Run 1, placed cells, one colour a class:
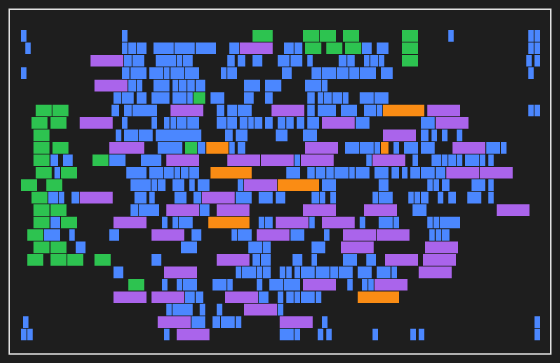
Run 1, wire density map:
The bar under the picture is 20 um long. 24 x 15 tiles, from dark blue (low) to red (high), scaled to the fullest tile. Values are wire area over tile area, all layers added.
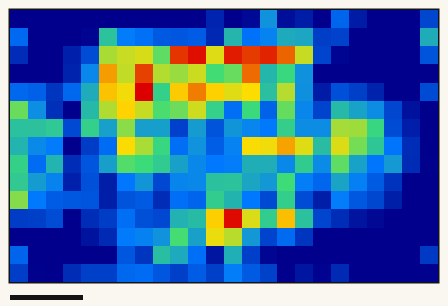
Run 1, drive-strength map:
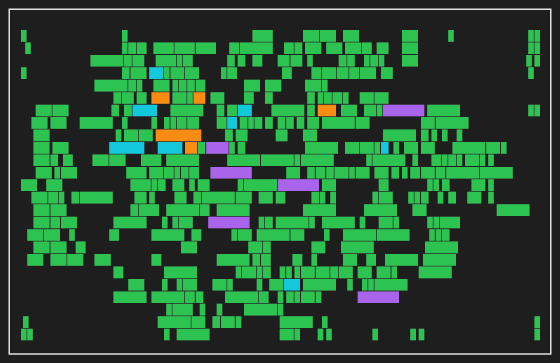
==> config.mk <==
export PLATFORM = sky130hd
export DESIGN_NAME = paddle_pos_ctrl
export DESIGN_NICKNAME = d
export VERILOG_FILES = /design/src/rtl/paddle_pkg.sv /design/src/rtl/paddle_pos_ctrl_btn_debounce.sv /design/src/rtl/paddle_pos_ctrl.sv
export SDC_FILE = /design/constraint.sdc
export NUM_CORES = 1
export LEC_CHECK = 0
export CORE_AREA = 2 2 116 73
export DETAILED_ROUTE_END_ITERATION = 12
export DIE_AREA = 0 0 118 75
export GPL_TIMING_DRIVEN = 0
export HOLD_SLACK_MARGIN = 0.15
export PLACE_DENSITY = 0.62
export REMOVE_ABC_BUFFERS = 1
export SYNTH_ARGS = -nofsm -noshare
export SYNTH_HDL_FRONTEND = slang
export SYNTH_SLANG_ARGS = --single-unit
==> constraint.sdc <==
create_clock -name clk -period 3.26 [get_ports clk]
set_clock_uncertainty 0.2 [all_clocks]
set_input_delay 0.978 -clock clk [delete_from_list [all_inputs] [get_ports clk]]
set_output_delay 0.978 -clock clk [all_outputs]
set_load 0.02 [all_outputs]
==> Changelog: implementation, run 1 <==
### Metrics

* DRC at 0
* Flip-flops with a built-in enable at 0
* Vias/cell at between 5 and 6
* Final HPWL DP at between 4000 and 5000 um
* Crit path launch type: flop
* Die Wd at approximately 120 um
* Final hold slack at 250 ps
* Mux frac, synth at under 10%
* Highest clock rate at ~340 MHz
* CTS clock-pin slew for the worst setup and hold paths at around 70 ps
* Starting density of the core at about two fifths
* Root Driver: clkbuf_16
* M1 GR Usage at 21.7%
* Commonest cells in the synthesized netlist: 53 x nor2_1, 51 x dfxtp_1, 28 x nand2_1
* DRT Pass-1 Iters at 4
* Minimum clock period after layout at just under 3000 ps
* Delay-heaviest family, CP: AND-OR/OR-AND gates
* Final hold violation count at 0
* RSZ-0062 raised after global routing: false
* Share of cells above drive strength 1 at under 10%
* # setup viols final at 0
* First-pass GRT wire length at 11000 um
* Vias in the first global route at about 2400
* CTS Buffer Depth at 2
* Hold buffers post-CTS at 0
* Critical Path Fanout Max at 16
* WHS Path Cells at 1
* Synth top area share at approximately 33%
* Max-slew violation count at 0
* Final Cycle Share at between 90% and 100%
* Status: finished clean
* Reg2Reg Setup Slack at 280 ps
* Worst-path cell chain: ha_1, nand2_1, o31ai_1, a22oi_1, o41ai_1, o21ai_1, a311o_1
* Setup bufs post-CTS at 0
* CTS tree: built
* Num CTS Buffers at 5
* Worst path bufs/invs at 0
* GRT busiest layer: met2
* Largest net degree at the start of global routing at 20
* Most area-consuming cells after synthesis: dfxtp_1 33%, nor2_1 6.5%, buf_4 6.2%, xor2_1 5.2%, xnor2_1 4.6%
* XOR/XNOR Area Share at between 9 and 10%
* Nets@finish at 436
* HP Class: flop to flop
* FF/Latch Area at 1020 um2
* Met2 WL at around 2600 um
* Iteration-0 DRC Markers at 187
* Yosys warns at 0
* Async SR Flop Fraction at 0%
* Simple Share, Synth at between 20% and 30%
* M1 wire length at between 3000 and 4000 um
* Yosys adder share at between 4 and 5%
* Clk ins delay skew pair at 290 ps
* # Cells Yosys at around 380
* Die Size at 8850 um2
* OpenROAD warning count at 31
* Cell Rows at 25
* Crit path DAT at just under 3000 ps
* CTS H-tree lvls at 2
* Finished Layout Cells at ~500
* Power per standard cell area at ~350 nW/um2
* Post-route setup TNS at 0 ps
* Leakage power at ~1.2 nW
* Leading area contributor after synthesis: dfxtp_1
* AO/OA Area Share at approximately 15%
* Chip height at 75 um
* Max Cap Viol at 0
* Sequential area share after synthesis at between 30% and 40%
* Worst setup margin at around 280 ps
* Antenna cell count at 0
* VDD IR max at roughly 0.21 mV
* Main logic family after synthesis: simple AND/OR/NAND/NOR gates
* Dpl cell area at 3350 um2
* Placed Cells at around 500
* Required @ worst endpoint at around 3200 ps
* Top layer in use: met4
* Critical path class: flop to flop
* Worst setup EP type: flop
* GR Layer Usage met2 at between 20% and 30%
* Critical path depth at 7
* Worst r2r path cells at 7
* Slew of the pin with the lowest slew margin at approximately 710 ps
* Post_cts resized at 1
* IO Port Bufs at 36
* Flops after synth at 51
* Mean Syn Cell Area at 8.07 um2
* Power after layout at between 1 and 1.5 mW
* IO Count at ~60
* Grt total ovfl at 0
* Post-synthesis cell count at roughly 380
* Synth unique cells at between 50 and 60
* Routability Congestion at between 0.8 and 0.9
* Metal3 WL at between 400 and 500 um
* Critical-path top delay cell: dfxtp_1
* Synthesis area per yosys at about 3000 um2
* Synth Cell Area at slightly above 3000 um2
* M3 GR Usage at roughly 3%
* Final ANT Viol Nets at 0
* Relative slew slack at a little over half
* CP peak stage delay at 650 ps
* Core ar. at around 7700 um2
* Clk sinks at 51
* Initial antenna violation count at 0
* Fillers at 773
-- 'placed cells, one colour a class' (at the start) --
legend:
  blue:
    class: remaining logic cells
    cells: 303
  orange:
    class: clock drivers and dummy loads
    cells: 7
  purple:
    class: sequential cells
    cells: 51
  green:
    class: remaining buffers and delay cells
    cells: 38
Design Area, Final: 3530 um2
Final Util: 45.7%
flop share of the area: 29.0%

-- 'wire density map' (at the start) --
emptiest ninth of the die: south-east
densest ninth of the die: north
mean over tiles: 0.12
nearly empty tiles: 26%
fullest tile: 0.45
tiles over half the peak: 17%
final wirelength: 6460 um
Routed WL per cell: 12.7 um
Tot GR Track Use: 15.3%
vias after detailed routing: 2615

-- 'drive-strength map' (at the start) --
legend:
  green:
    size: x1 and smaller
    cells: 380
    share: 95%
  purple:
    size: x6 and larger
    cells: 6
    share: 1.5%
  orange:
    size: x3 and x4
    cells: 5
    share: 1.3%
  cyan:
    size: x2
    cells: 8
    share: 2.0%
Signal buffers: 38
area grow syn2layout: 15.7%

[run 1: cells by family after synthesis]
logic type                 after synthesis
and+or+nand+nor                        156
adders and majority gates               11
muxes                                    4
buffers and inverters                   58
other                                    1
AOI/OAI and AO/OA                       63
xor gates and xnor gates                34
DFF                                     51
[run 1: power by group]
| group | internal (mW) | leakage, nW | switching, mW |
|---|---|---|---|
| logic | 0.0428 | 0.709 | 0.0513 |
| registers | 0.628 | 0.412 | 0.00384 |
| clock network | 0.300 | 0.0727 | 0.214 |
[run 1: cell type report]
class / count / share of cell area, %
Inverter: 11 / 1.17
Clock inverter: 1 / 0.142
Multi-Input combinational cell: 292 / 51.2
Tap cell: 108 / 3.83
Timing Repair Buffer: 38 / 10.7
Clock buffer: 6 / 3.94
Sequential cell: 51 / 29.0
[run 1: layout by cell type (no fill, tap or decap), drive strengths merged, types with 2 or more instances in the layout]
| cell type | instances |
|---|---|
| o41ai | 3 |
| clkdlybuf4s50 | 35 |
| mux2i | 4 |
| nor3 | 9 |
| a211oi | 3 |
| or3 | 4 |
| dfxtp | 51 |
| clkbuf | 6 |
| o31ai | 2 |
| nor4 | 9 |
| nor2 | 54 |
| conb | 24 |
| o211ai | 4 |
| nand4 | 8 |
| a22oi | 3 |
| a41oi | 2 |
| and4 | 3 |
| and3 | 2 |
| o21ai | 18 |
| a311o | 4 |
| a21oi | 12 |
| and2 | 3 |
| ha | 11 |
| xnor2 | 16 |
| nand3 | 15 |
| nand3b | 2 |
| nor2b | 7 |
| a32o | 2 |
| buf | 2 |
| a31oi | 4 |
| inv | 11 |
| nand4b | 2 |
| xor2 | 18 |
| nor4b | 2 |
| nand2 | 28 |
| nand2b | 3 |
Run 1, routing congestion:
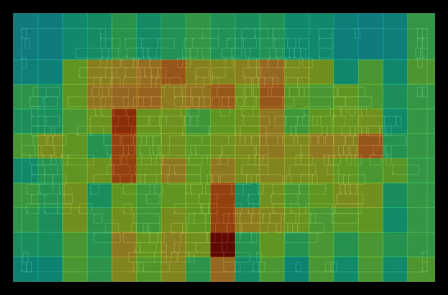

## Run 2: what changed since run 1
ABC_CLOCK_PERIOD_IN_PS = 3260   (was not set)
CTS_CLUSTER_SIZE = 25   (was not set)
MAX_ROUTING_LAYER = met4   (was not set)
Run 2, routing congestion:
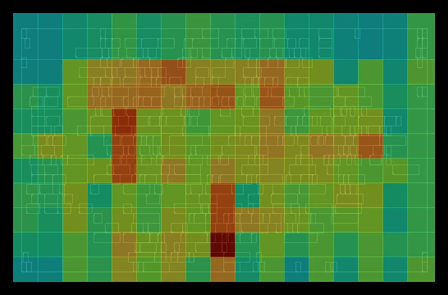
Tot GR Track Use: 15.8%
GRT busiest layer: met2

==> run 2 against run 1 <==
Compared with the run above: clock power about the same; power about the same; cell area unchanged; setup slack got worse by 0.65 ps; sequential cell count unchanged; critical endpoint unchanged; sequential share of layout area did not move; register-to-register slack hardly changed; non-clock buffer count did not move; sequential power barely moved; die area is the same.
==> Changelog: implementation, run 2 <==
### Metrics

* DRT Pass-1 Iters at 4 (unchanged)
* Most area-consuming cells after synthesis: dfxtp_1 33%, nor2_1 6.5%, buf_4 6.2%, xor2_1 5.2%, xnor2_1 4.6%
* Power per standard cell area at 351 nW/um2 (about the same)
* Critical path depth at 7 (unchanged)
* Starting density of the core at 39.5% (unchanged)
* Reg2Reg Setup Slack at 280 ps (about the same)
* Antenna cell count at 0 (unchanged)
* First-pass GRT wire length at 11000 um (about the same)
* Fillers at 773 (unchanged)
* Core ar. at 7730 um2 (unchanged)
* Routability Congestion at 0.855 (+1.6%)
* CTS tree: built
* Final Util at 45.7% (unchanged)
* Sequential area share after synthesis at 33.5% (unchanged)
* Nets@finish at 436 (unchanged)
* Pint at 0.970 mW (about the same)
* IO Port Bufs at 36 (unchanged)
* Top cell excl fill/tap: nor2_1
* Vias after detailed routing at 2621 (+0.23%)
* Final ANT Viol Nets at 0 (unchanged)
* Share of cells above drive strength 1 at 4.76% (unchanged)
* Clock power share at 41.4% (about the same)
* Status: finished clean
* Final wirelength at 6430 um (-0.46%)
* Critical path class: flop to flop
* Net Switching at 0.269 mW (about the same)
* Yosys warns at 0 (unchanged)
* Required @ worst endpoint at 3230 ps (about the same)
* Crit path launch type: flop
* Vias/cell at 5.17 (+0.23%)
* IO Count at 61 (unchanged)
* Synth Cell Area at 3050 um2 (unchanged)
* Leakage power at 1.19 nW (unchanged)
* Slew of the pin with the lowest slew margin at 701 ps (-5.18 ps)
* Die Size at 8850 um2 (unchanged)
* Critical-path top delay cell: dfxtp_1
* Worst-path cell chain: ha_1, nand2_1, o31ai_1, a22oi_1, o41ai_1, o21ai_1, a311o_1
* Power share of the sequential group at 51.0% (about the same)
* Max-slew violation count at 0 (unchanged)
* Worst path bufs/invs at 0 (unchanged)
* Critical Path Fanout Max at 16 (unchanged)
* # setup viols final at 0 (unchanged)
* Clk ins delay skew pair at 290 ps (about the same)
* Mean Syn Cell Area at 8.07 um2 (unchanged)
* Final hold violation count at 0 (unchanged)
* CP peak stage delay at 650 ps (about the same)
* Vias in the first global route at 2364 (-0.13%)
* Cell Rows at 25 (unchanged)
* Minimum clock period after layout at 2980 ps (+0.650 ps)
* Max Cap Viol at 0 (unchanged)
* Iteration-0 DRC Markers at 187 (unchanged)
* Post-route setup TNS at 0 ps (unchanged)
* Final Cycle Share at 91.5% (about the same)
* Crit path DAT at 2960 ps (about the same)
* Delay-heaviest family, CP: AND-OR/OR-AND gates
* Flip-flops with a built-in enable at 0 (unchanged)
* Clk sinks at 51 (unchanged)
* FF/Latch Area at 1020 um2 (unchanged)
* Largest net degree at the start of global routing at 20 (unchanged)
* Synthesis area per yosys at 3050 um2 (unchanged)
* WHS Path Cells at 1 (unchanged)
* # Cells Yosys at 378 (unchanged)
* CTS H-tree lvls at 2 (unchanged)
* DRC at 0 (unchanged)
* Dominant logic cell types in the final layout: 52 x nor2_1, 50 x dfxtp_1, 35 x clkdlybuf4s50_1
* Highest clock rate at 335 MHz (about the same)
* Synth top area share at 33.5% (unchanged)
* Final HPWL DP at 4840 um (unchanged)
* Relative slew slack at 53.2% (+0.35 points)
* HP Class: flop to flop
* Commonest cells in the synthesized netlist: 53 x nor2_1, 51 x dfxtp_1, 28 x nand2_1
* RSZ-0062 raised after global routing: false
* Die Wd at 118 um (unchanged)
[run 2: area by class of cell]
type / instances / area share (%)
Clock inverter: 1 / 0.142
Timing Repair Buffer: 38 / 10.7
Multi-Input combinational cell: 292 / 51.2
Clock buffer: 6 / 3.94
Tap cell: 108 / 3.83
Inverter: 11 / 1.17
Sequential cell: 51 / 29.0
[run 2: kinds of logic after synthesis]
group,share of synthesized area [%]
and+or+nand+nor,25.6
AOI/OAI and AO/OA,14.5
buffers and inverters,10.7
DFF,33.5
xor gates and xnor gates,9.77
adders and majority gates,4.51
muxes,1.31
other,0.123
[run 2: what timing repair did]
item | in CTS | in global routing
setup buffers | 0 | 2
endpoints found under the setup margin | 1 | 7
hold buffers | 0 | 0
pin swaps | 0 | 1
resized | 1 | 6
[run 2: layer usage]
metal | wire, um | track usage (%)
met3 | 480 | 2.73
met1 | 3260 | 21.9
met4 | 70 | 5.22
met2 | 2620 | 23.7
met5 | 0 | -
[run 2: per-stage QoR]
| stage | cells | hold slack (ps) | setup slack, ps | power [mW] | area [um2] |
|---|---|---|---|---|---|
| floorplan | 354 | 214 | 479 | 0.693 | 2850 |
| global placement | 498 | 228 | 109 | 0.732 | 3350 |
| finish | 507 | 250 | 277 | 1.24 | 3530 |
| detailed placement | 498 | 236 | -31.2 | 0.735 | 3350 |
| CTS | 505 | 250 | 26.1 | 1.25 | 3490 |
| global route | 507 | 268 | 41.8 | 1.28 | 3530 |
[run 2: power by group through the flow]
stage | clock [mW] | sequential (mW) | combinational [mW]
after floorplan | 0 | 0.644 | 0.0488
after global placement | 0 | 0.645 | 0.0878
after detailed placement | 0 | 0.645 | 0.0896
after CTS | 0.532 | 0.631 | 0.0902
after global routing | 0.551 | 0.632 | 0.101
final | 0.513 | 0.631 | 0.0939
Power and IR drop assume default switching activity.
